==> src/rtl/count_seq_checker_sat_counter.sv <==
`default_nettype none
// ============================================================================
//  Module      : sat_counter
//  Description : Event counter with synchronous clear. With SATURATE set it
//                sticks at all-ones, otherwise it rolls over.
//  Revision    : 1.0 - initial release
// ============================================================================
module sat_counter #(
   parameter int WIDTH    = 8,
   parameter bit SATURATE = 1'b1
) (
   input  wire logic             clk,
   input  wire logic             reset,
   input  wire logic             inc,
   input  wire logic             clr,
   output logic      [WIDTH-1:0] count
);

   logic at_limit;

   assign at_limit = SATURATE && (&count);

   // Clear wins over a same-cycle increment.
   always_ff @(posedge clk or posedge reset) begin
      if (reset) begin
         count <= '0;
      end else if (clr) begin
         count <= '0;
      end else if (inc && !at_limit) begin
         count <= count + 1'b1;
      end
   end

endmodule
`default_nettype wire

==> config.mk <==
export PLATFORM = sky130hd
export DESIGN_NAME = sat_counter
export DESIGN_NICKNAME = d
export VERILOG_FILES = /design/src/rtl/count_seq_checker_sat_counter.sv
export SDC_FILE = /design/constraint.sdc
export NUM_CORES = 1
export LEC_CHECK = 0
export ABC_AREA = 1
export CAP_MARGIN = 20
export CORE_MARGIN = 8
export CORE_UTILIZATION = 35
export DETAILED_ROUTE_END_ITERATION = 6
export PLACE_DENSITY = 0.62
export SLEW_MARGIN = 20
export SYNTH_ARGS = -nofsm -noshare
export SYNTH_HDL_FRONTEND = slang
export SYNTH_SLANG_ARGS = --single-unit
==> constraint.sdc <==
create_clock -name clk -period 1.58 [get_ports clk]
set_input_delay 0.395 -clock clk [delete_from_list [all_inputs] [get_ports clk]]
set_output_delay 0.395 -clock clk [all_outputs]
set_load 0.05 [all_outputs]
Figure 1. Signal wires on met2.
Drawn at 4 px/µm.
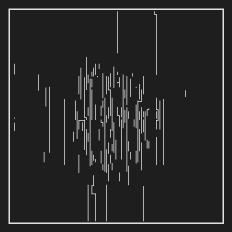
wire length on this layer: 542 µm
longest straight run: 21.8 µm
main direction: vertical
nets with wire on the layer: 71
share of all routed wire: 48%

Figure 2. Pin map.
Drawn at 4 px/µm. Pins as bars across the die edge, other pins in grey.
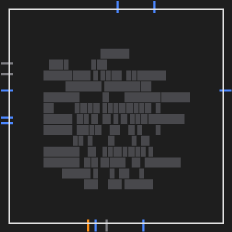
legend:
  orange:
    port: `inc`
    pins: 1
    direction: input
    edge: south
  blue:
    port: `count`
    pins: 8
    direction: output
    edge: 3 west, 2 south, 2 north, 1 east
all pins by edge: 5 west, 4 south, 2 north, 1 east
die x size: 53.1 µm
I/O Buffers: 11
Die Ht: 53.1 µm

==> impl_metrics.yaml <==
# yosys + openroad results
finish:
  num-nonclk-inverters: 11
  drive_gt1_share_pct: 23.5
  final-nonclk-buf-share_pct: 28.9
  area_growth_syn_to_layout_pct: 52.7
  nets: 92
  seq_area_um2: 200
  stdcell_area_um2: 736
  largest_reg_flops: 8
  clk_share_pct: 3.06
  antenna_cells: 0
  lay_top_count: "nand2_1"
  flops: 8
  clock_buffer_count: 3
  mostFrequentLayoutCells: "nand2_1 (19), inv_1 (10), dfrtp_1 (8), buf_12 (8)"
  reg_top3: "count: 8 flops"
  fillCellCount: 115
  instances_no_fill: 100
critical_path:
  rrSetupSlack_ps: 190
  cp.buffers_inverters: 1
  worst-r2r-cell-count: 9
  worst_path_max_delay_cell: "dfrtp_1"
  crit_fanout: 6
  rr_endpoint: "count[3]"
  critPathLaunchType: "flop"
  cp.required_ps: 1720
  crit_path_max_incr_delay_ps: 430
  crit_cells: 9
  endpoint_kind: "flop"
  rr_startpoint: "count[0]"
grt:
  grt_pass1_wl_mm: 1.93
  antenna_found_initial: 0
  overflow: 0
final_timing:
  maxSlewHeadroom_pct: 79.7
  max_freq_mhz: 718
  hold_viol: 0
  drv_slew: 0
  post-route-min-period_ps: 1390
  period_used_pct: 88.1
  setup_tns_ps: 0
  clock_skew_ps: 6.80
clock_network:
  cts_buffers: 3
  cts_resized: 0
  clk_pin_slew_worst_paths_ps: 60
  cts_htree_levels: 1
  clk_latency_ps: 260
  hold_buffers: 0
  cts_buffer_depth: 2
die:
  rows: 13
  io_pins: 12
  taps: 15
  fp-utilization_pct: 37.0
  core_area_um2: 1300
synthesis:
  top_cell_area_share_pct: 41.6
  synth_nets: 73
  ys_cells: 68
  synthArstFlopShare_pct: 100
  adder_share_pct: 2.60
  yosysMostFrequentCell: "nand2_1"
  synthSimpleGateAreaFrac_pct: 34.5
  aoi_share_pct: 10.6
  synthMuxAreaShare_pct: 0
  yosys_most_used_dff: "dfrtp_1"
  ys_types: 16
  avgSynthCellArea_um2: 7.08
  yosys.area.top_type: "dfrtp_1"
  ys_sh_xor_pct: 1.82
  yosys_area_um2: 482
power_and_ir_drop:
  pg_clk_mw: 0.155
  switching_share_pct: 26.6
  p_comb_share_pct: 18.7
  switchingPower_mw: 0.121
  internal_power_mw: 0.335
  maxPowerGroup: "registers"
  power_density_nw_per_um2: 621
  powerComb_mw: 0.0853
routing:
  wl_met1_um: 521
  met3_length_um: 66
  routed.top_layer: "met3"
  ant_nets: 0
  drt-initial-drc-count: 15
  drcViolationCount: 0
placement:
  hpwl_um: 918
  dp.cells: 97
  pre_cts_slack_ps: 115
outcome:
  status: "completed"
job:
  drv_cap: 0
Figure 3. Congestion heat map.
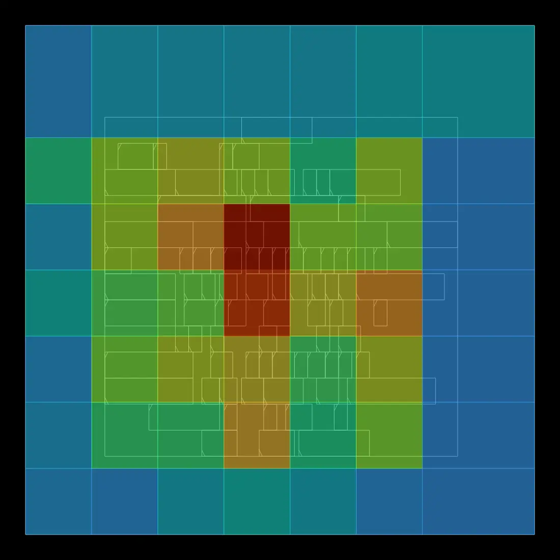
Layout Utilization: 56.5%
met3 Use GR: 5.32%
GRT Overall Usage: 9.08%
met1 Use GR: 10.2%
layer with the highest usage: met2

Figure 4. Metal layers overlaid.
Drawn at 8 px/µm.
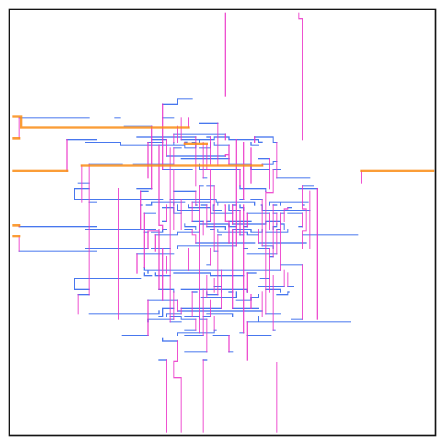
legend:
  magenta:
    layer: metal 2
    wire_length: 542 µm
  blue:
    layer: metal 1
    wire_length: 522 µm
  orange:
    layer: metal 3
    wire_length: 66.2 µm

